File: src/rtl/ddr_arb_pkg.sv
// Shared types and MIG command encodings for the DDR access arbiter.
package ddr_arb_pkg;

  typedef enum logic [1:0] {CALIB, IDLE, WR_CMD, RD_CMD} state_e;
  typedef enum logic {OWN_RD, OWN_WR} owner_e;

  localparam logic [2:0] MIG_CMD_WR = 3'b000;
  localparam logic [2:0] MIG_CMD_RD = 3'b001;

endpackage

File: src/rtl/ddr_arb_pick.sv
// Eligibility/quota decision between the write and read requesters,
// holding the current owner and its consecutive-grant count.
module ddr_arb_pick
  import ddr_arb_pkg::*;
#(
  parameter int unsigned BURST_MAX = 8
) (
  input  logic clk,
  input  logic rst_n,
  input  logic decide,
  input  logic wr_elig,
  input  logic rd_elig,
  output logic pick_wr,
  output logic pick_rd
);

  localparam logic [7:0] BMAX = 8'(BURST_MAX);

  owner_e     owner_q, owner_d;
  logic [7:0] burst_cnt_q, burst_cnt_d;
  logic       quota_left;

  always_comb begin
    quota_left  = burst_cnt_q < BMAX;
    pick_wr     = 1'b0;
    pick_rd     = 1'b0;
    owner_d     = owner_q;
    burst_cnt_d = burst_cnt_q;
    if (decide) begin
      if (wr_elig && rd_elig) begin
        // Owner keeps the port while quota remains; otherwise the waiter wins.
        if ((owner_q == OWN_WR) == quota_left) pick_wr = 1'b1;
        else                                    pick_rd = 1'b1;
      end else begin
        pick_wr = wr_elig;
        pick_rd = rd_elig;
      end
    end
    if (pick_wr || pick_rd) begin
      if ((owner_q == OWN_WR) == pick_wr) begin
        if (burst_cnt_q != 8'hFF) burst_cnt_d = burst_cnt_q + 8'd1;
      end else begin
        owner_d     = pick_wr ? OWN_WR : OWN_RD;
        burst_cnt_d = 8'd1;
      end
    end
  end

  always_ff @(posedge clk or negedge rst_n) begin
    if (!rst_n) begin
      owner_q     <= OWN_RD;
      burst_cnt_q <= '0;
    end else begin
      owner_q     <= owner_d;
      burst_cnt_q <= burst_cnt_d;
    end
  end

endmodule

File: src/rtl/ddr_access_arbiter.sv
// Shares the MIG app_* port between the packed-pixel writer and the frame reader.
// Optional performance counters are built when ARB_PERF_CNT_EN is defined.
module ddr_access_arbiter
  import ddr_arb_pkg::*;
#(
  parameter int unsigned ADDR_W     = 27,
  parameter int unsigned DATA_W     = 128,
  parameter int unsigned BURST_MAX  = 8,
  parameter int unsigned MAX_RD_OUT = 16
) (
  input  logic              clk,
  input  logic              cpu_resetn,
  input  logic              init_calib_complete,
  input  logic              wr_req,
  input  logic [ADDR_W-1:0] wr_addr,
  input  logic [DATA_W-1:0] wr_data,
  output logic              wr_gnt,
  input  logic              rd_req,
  input  logic [ADDR_W-1:0] rd_addr,
  output logic              rd_gnt,
  output logic [DATA_W-1:0] rd_data,
  output logic              rd_valid,
  output logic              busy_read,
  output logic              busy_write,
  output logic [ADDR_W-1:0] app_addr,
  output logic [2:0]        app_cmd,
  output logic              app_en,
  input  logic              app_rdy,
  output logic [DATA_W-1:0] app_wdf_data,
  output logic              app_wdf_wren,
  output logic              app_wdf_end,
  input  logic              app_wdf_rdy,
  input  logic [DATA_W-1:0] app_rd_data,
  input  logic              app_rd_data_valid,
  input  logic              app_rd_data_end,
  output logic [31:0]       perf_wr_cnt,
  output logic [31:0]       perf_rd_cnt,
  output logic [31:0]       perf_stall_cnt
);

  localparam logic [7:0] RD_LIMIT = 8'(MAX_RD_OUT);

  state_e            state_q, state_d;
  logic [ADDR_W-1:0] addr_q, addr_d;
  logic [DATA_W-1:0] data_q, data_d;
  logic [DATA_W-1:0] rd_data_q, rd_data_d;
  logic              rd_valid_q, rd_valid_d;
  logic              cmd_done_q, cmd_done_d;
  logic              dat_done_q, dat_done_d;
  logic [7:0]        rd_out_q, rd_out_d;
  logic              pick_wr, pick_rd;
  logic              cmd_acc, dat_acc, rd_ret;

  ddr_arb_pick #(.BURST_MAX(BURST_MAX)) u_pick (
    .clk     (clk),
    .rst_n   (cpu_resetn),
    .decide  (state_q == IDLE),
    .wr_elig (wr_req),
    .rd_elig (rd_req && (rd_out_q < RD_LIMIT)),
    .pick_wr (pick_wr),
    .pick_rd (pick_rd)
  );

  always_comb begin
    state_d      = state_q;
    addr_d       = addr_q;
    data_d       = data_q;
    cmd_done_d   = cmd_done_q;
    dat_done_d   = dat_done_q;
    app_en       = 1'b0;
    app_cmd      = MIG_CMD_WR;
    app_wdf_wren = 1'b0;
    wr_gnt       = 1'b0;
    rd_gnt       = 1'b0;
    cmd_acc      = 1'b0;
    dat_acc      = 1'b0;
    case (state_q)
      CALIB: if (init_calib_complete) state_d = IDLE;
      IDLE: begin
        if (pick_wr) begin
          state_d = WR_CMD;
          addr_d  = wr_addr;
          data_d  = wr_data;
        end else if (pick_rd) begin
          state_d = RD_CMD;
          addr_d  = rd_addr;
        end
      end
      WR_CMD: begin
        // Command and data channels complete independently, in either order.
        app_en       = !cmd_done_q;
        app_wdf_wren = !dat_done_q;
        cmd_acc      = cmd_done_q || app_rdy;
        dat_acc      = dat_done_q || app_wdf_rdy;
        cmd_done_d   = cmd_acc;
        dat_done_d   = dat_acc;
        if (cmd_acc && dat_acc) begin
          wr_gnt     = 1'b1;
          cmd_done_d = 1'b0;
          dat_done_d = 1'b0;
          state_d    = IDLE;
        end
      end
      RD_CMD: begin
        app_en  = 1'b1;
        app_cmd = MIG_CMD_RD;
        if (app_rdy) begin
          rd_gnt  = 1'b1;
          state_d = IDLE;
        end
      end
      default: state_d = CALIB;
    endcase
    // Returns of reads forgotten by a reset must not underflow the count.
    rd_ret     = app_rd_data_valid && app_rd_data_end && (rd_out_q != '0);
    rd_out_d   = rd_out_q + {7'd0, rd_gnt} - {7'd0, rd_ret};
    rd_data_d  = app_rd_data;
    rd_valid_d = app_rd_data_valid;
  end

  always_ff @(posedge clk or negedge cpu_resetn) begin
    if (!cpu_resetn) begin
      state_q    <= CALIB;
      addr_q     <= '0;
      data_q     <= '0;
      cmd_done_q <= 1'b0;
      dat_done_q <= 1'b0;
      rd_out_q   <= '0;
      rd_data_q  <= '0;
      rd_valid_q <= 1'b0;
    end else begin
      state_q    <= state_d;
      addr_q     <= addr_d;
      data_q     <= data_d;
      cmd_done_q <= cmd_done_d;
      dat_done_q <= dat_done_d;
      rd_out_q   <= rd_out_d;
      rd_data_q  <= rd_data_d;
      rd_valid_q <= rd_valid_d;
    end
  end

  assign app_addr     = addr_q;
  assign app_wdf_data = data_q;
  assign app_wdf_end  = app_wdf_wren;
  assign rd_data      = rd_data_q;
  assign rd_valid     = rd_valid_q;
  assign busy_read    = (state_q == RD_CMD) || (rd_out_q != '0);
  assign busy_write   = (state_q == WR_CMD);

`ifdef ARB_PERF_CNT_EN
  logic [31:0] perf_wr_q, perf_wr_d, perf_rd_q, perf_rd_d, perf_stall_q, perf_stall_d;

  always_comb begin
    perf_wr_d    = perf_wr_q + {31'd0, wr_gnt};
    perf_rd_d    = perf_rd_q + {31'd0, rd_gnt};
    perf_stall_d = perf_stall_q + {31'd0, app_en && !app_rdy};
  end

  always_ff @(posedge clk or negedge cpu_resetn) begin
    if (!cpu_resetn) begin
      perf_wr_q    <= '0;
      perf_rd_q    <= '0;
      perf_stall_q <= '0;
    end else begin
      perf_wr_q    <= perf_wr_d;
      perf_rd_q    <= perf_rd_d;
      perf_stall_q <= perf_stall_d;
    end
  end

  assign perf_wr_cnt    = perf_wr_q;
  assign perf_rd_cnt    = perf_rd_q;
  assign perf_stall_cnt = perf_stall_q;
`else
  assign perf_wr_cnt    = '0;
  assign perf_rd_cnt    = '0;
  assign perf_stall_cnt = '0;
`endif

endmodule
File: config.mk
export PLATFORM = sky130hd
export DESIGN_NAME = ddr_access_arbiter
export DESIGN_NICKNAME = d
export VERILOG_FILES = /design/src/rtl/ddr_arb_pkg.sv /design/src/rtl/ddr_arb_pick.sv /design/src/rtl/ddr_access_arbiter.sv
export SDC_FILE = /design/constraint.sdc
export NUM_CORES = 1
export LEC_CHECK = 0
export CAP_MARGIN = 30
export CORE_AREA = 5 5 274 276
export CTS_CLUSTER_DIAMETER = 120
export DETAILED_ROUTE_END_ITERATION = 10
export DIE_AREA = 0 0 279 281
export GPL_TIMING_DRIVEN = 0
export PLACE_DENSITY = 0.53
export SLEW_MARGIN = 20
export SYNTH_ARGS = -nofsm -noshare
export SYNTH_HDL_FRONTEND = slang
export SYNTH_HIERARCHICAL = 1
export SYNTH_SLANG_ARGS = --single-unit
File: constraint.sdc
create_clock -name clk -period 2.44 [get_ports clk]
set_input_delay 0.244 -clock clk [delete_from_list [all_inputs] [get_ports clk]]
set_output_delay 0.244 -clock clk [all_outputs]
set_load 0.01 [all_outputs]
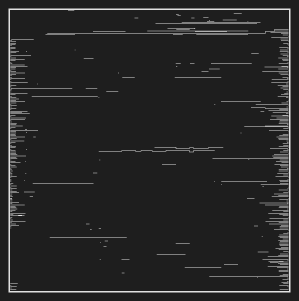
Figure 1: the metal 3 layer.
Scale: 1 px per um.
share of all routed wire	9.1%
main direction	horizontal
longest straight run	218 um
wire length on this layer	4190 um
nets with wire on the layer	372

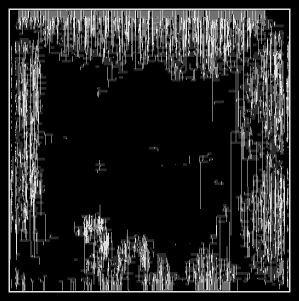
Figure 2: M2 wires.
Scale: 1 px per um.
wire length on this layer	23.7 mm
nets with wire on the layer	1698
longest straight run	114 um
main direction	vertical

==> results.yml <==
# flow metrics
outcome:
  run_status: "completed"
pwr:
  total_power_mw: 24.2
  power_per_cell_area_nw_per_um2: 1100
critical_path:
  timing.reg2reg.worst_path_depth: 14
  critical_path.reg2reg.startpoint: "rd_out_q[3]"
  beginning_of_the_critical_path: "rd_out_q[3]"
  timing.critical_path.to_type: "register"
  critPathRequiredTime_ns: 2.86
  worstPathMaxFanout: 3
  crit_arrival_ns: 2.85
cells_and_area:
  post_route_cells_drive_above_1_share: 0.256
  finalInstanceArea_um2: 22100
  layout-area-overhead-vs-synth_pct: 84.3
sta:
  timing.final.crit_period_ns: 2.43
  finalCritPeriodShare: 0.997
  rsz0062_at_grt: "yes"
  fmaxAchievable_mhz: 411
  slew-limit-headroom: 0.650
  post_route_clock_skew_ns: 0.0181
  setup_viol: 0
  hold_viol_final: 0
clocking:
  clock-sinks: 305
  numCtsBuffers: 40
  cts_max_level: 2
  clkLatencyLatePin_ns: 0.56
  cts_tree: "built"
  clk_transition_reported_paths_ns: 0.05
  cts_max_path_buffers: 3
  clk_root_buf: "clkbuf_16"
synth:
  synth.yosys.seq_area_share: 0.638
  top_cell_area_share: 0.638
  post-synth-top-count-cell: "dfrtp_1"
  mappedNetlistArea_um2: 12000
  synth_area_per_cell_um2: 15.4
  synth-main-ff-cell: "dfrtp_1"
  yosys-stat-cells: 779
  synthesis.instances: 779
  postSynth.asyncResetShare: 1.00
routing:
  vias_per_cell: 3.46
  route.final.wire_length_um: 46300
  detailroute.via_count: 8863
  drtIter0Drc: 185
  postRouteAntennaNets: 0
min_path:
  timing.hold.worst_endpoint: "rd_data[39]"
  worst_hold_path.num_cells: 1
  timing.hold.worst.class: "in2reg"
floorplanning:
  floorplan.die_area_um2: 78400
  row_count: 99
  die.size.x_um: 279
  pin_count: 709
  core_util_floorplan: 0.165
placed_design:
  place.detailed.hpwl_um: 35200
  setup_ws_pre_cts_ns: -0.394
  postPlaceCellArea_um2: 19700
  place.port_buffers: 610
job:
  warning_count: 30
global_route:
  number_of_global_route_vias_before_repair: 9696
  grt_start_max_net_pins: 92
  grt_first_pass_wirelength_um: 62900
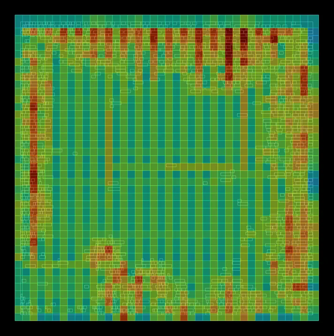
Figure 3: track usage over the die.
met3 Use GR: 0.0382
global router's overall resource usage: 0.105
Finished Core Util: 0.305

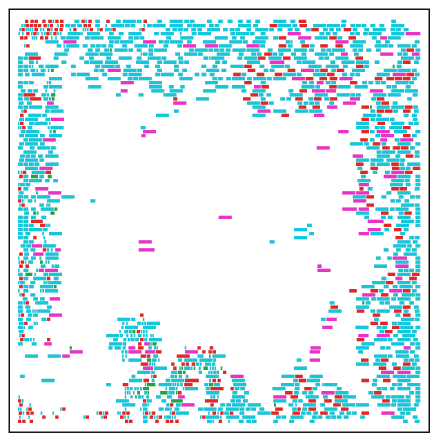
Figure 4: cell sizes after repair.
Scale: 1.5 px per um.
size	colour	cells	share
drive 2	green	39	2.4%
drive 1 or less	cyan	1192	74%
drive 6 and up	magenta	100	6.2%
drive 3 to 4	red	272	17%

[power breakdown]
part | total, mW | internal (mW) | switching, mW
Clock | 5.81 | 3.47 | 2.33
Sequential | 7.66 | 6.64 | 1.02
Combinational | 10.8 | 6.63 | 4.12
Total | 24.2 | 16.7 | 7.47
[cell type report]
| class | instances | area (um2) |
|---|---|---|
| clock buffer | 58 | 1180 |
| tap | 959 | 1200 |
| sequential | 305 | 7630 |
| clock inverter | 13 | 133 |
| antenna | 2 | 5.00 |
| timing repair buffer | 656 | 6830 |
| multi-input combinational | 428 | 3840 |
| fill | 7239 | 50300 |
| inverter | 20 | 75.1 |
| buffer | 123 | 1170 |
[metrics by stage]
| step | setup TNS, ns | cells | hold slack [ns] |
|---|---|---|---|
| 2_1_floorplan | 0 | 876 | -0.0516 |
| 3_3_place_gp | -3796.05 | 2445 | 0.472 |
| 3_5_place_dp | -21.93 | 2448 | 0.223 |
| 4_1_cts | -0.216 | 2534 | 0.0777 |
| 5_1_grt | -4.58 | 2564 | 0.0869 |
| 6_report | 0 | 2564 | 0.125 |
[timing repair]
action,CTS,global route
setup buffers,13,13
hold buffers,1,0
pin swaps,14,15
endpoints found under the setup margin,153,155
gates resized,42,61
hold endpoints to repair,60,0
cloned,1,15
[layout by cell type (no fill, tap or decap), types with 9 or more instances in the layout]
master and instances:
a21oi_1 33, dfrtp_1 305, clkbuf_8 11, inv_1 11
conb_1 98, clkdlybuf4s50_1 609, mux2_4 128, clkbuf_16 55
nor2_1 34, inv_2 9, buf_4 124, mux2i_1 23
nand2_1 10, buf_12 20
[critical path: stages, from the launching register on]
cell	delay (ns)
dfrtp_1	0.39
inv_2	0.09
ha_4	0.13
nand4_1	0.12
o211a_1	0.23
ha_1	0.26
inv_1	0.06
ha_2	0.18
inv_2	0.04
fa_2	0.35
inv_2	0.06
a21oi_2	0.04
nor2_2	0.12
o21a_1	0.15
o211ai_1	0.08
[worst max-delay path by stage]
stage	endpoint	cells after the start
floorplan	rd_out_q[6]	14
global placement	u_pick/burst_cnt_q[2]	1
detailed placement	app_addr[15]	8
CTS	rd_out_q[6]	14
global route	rd_out_q[6]	14
finish	rd_out_q[6]	14
[per-layer routing]
layer | global-route usage | vias up | wire (um)
met1 | 0.118 | 4292 | 17000
met3 | 0.0382 | 76 | 4190
li1 | - | 4042 | -
met4 | 0.0382 | 4 | 1410
met2 | 0.185 | 449 | 23700
met5 | 0 | - | 27
[logic make-up (layout without fill, tap and decap cells)]
family,count (synthesis),after routing,synth area share
flip-flops,305,305,0.638
multiplexers,157,157,0.182
buffers and inverters,143,870,0.0941
AND/OR/NAND/NOR,86,86,0.0335
AND-OR/OR-AND,69,69,0.0342
adder cells (fa/ha/maj),13,13,0.0142
XOR/XNOR,5,5,0.00366
other,1,100,0.000313
[sequential cells by signal, summed over array words and instances, names as in the netlist]
name                cells
app_wdf_data          128
u_pick/burst_cnt_q      8
rd_data               128
dat_done_q              1
cmd_done_q              1
app_addr               27
rd_out_q                8
state_q                 2
rd_valid                1
u_pick/owner_q          1
No activity file was given, so power comes from the tool's default toggle rates.
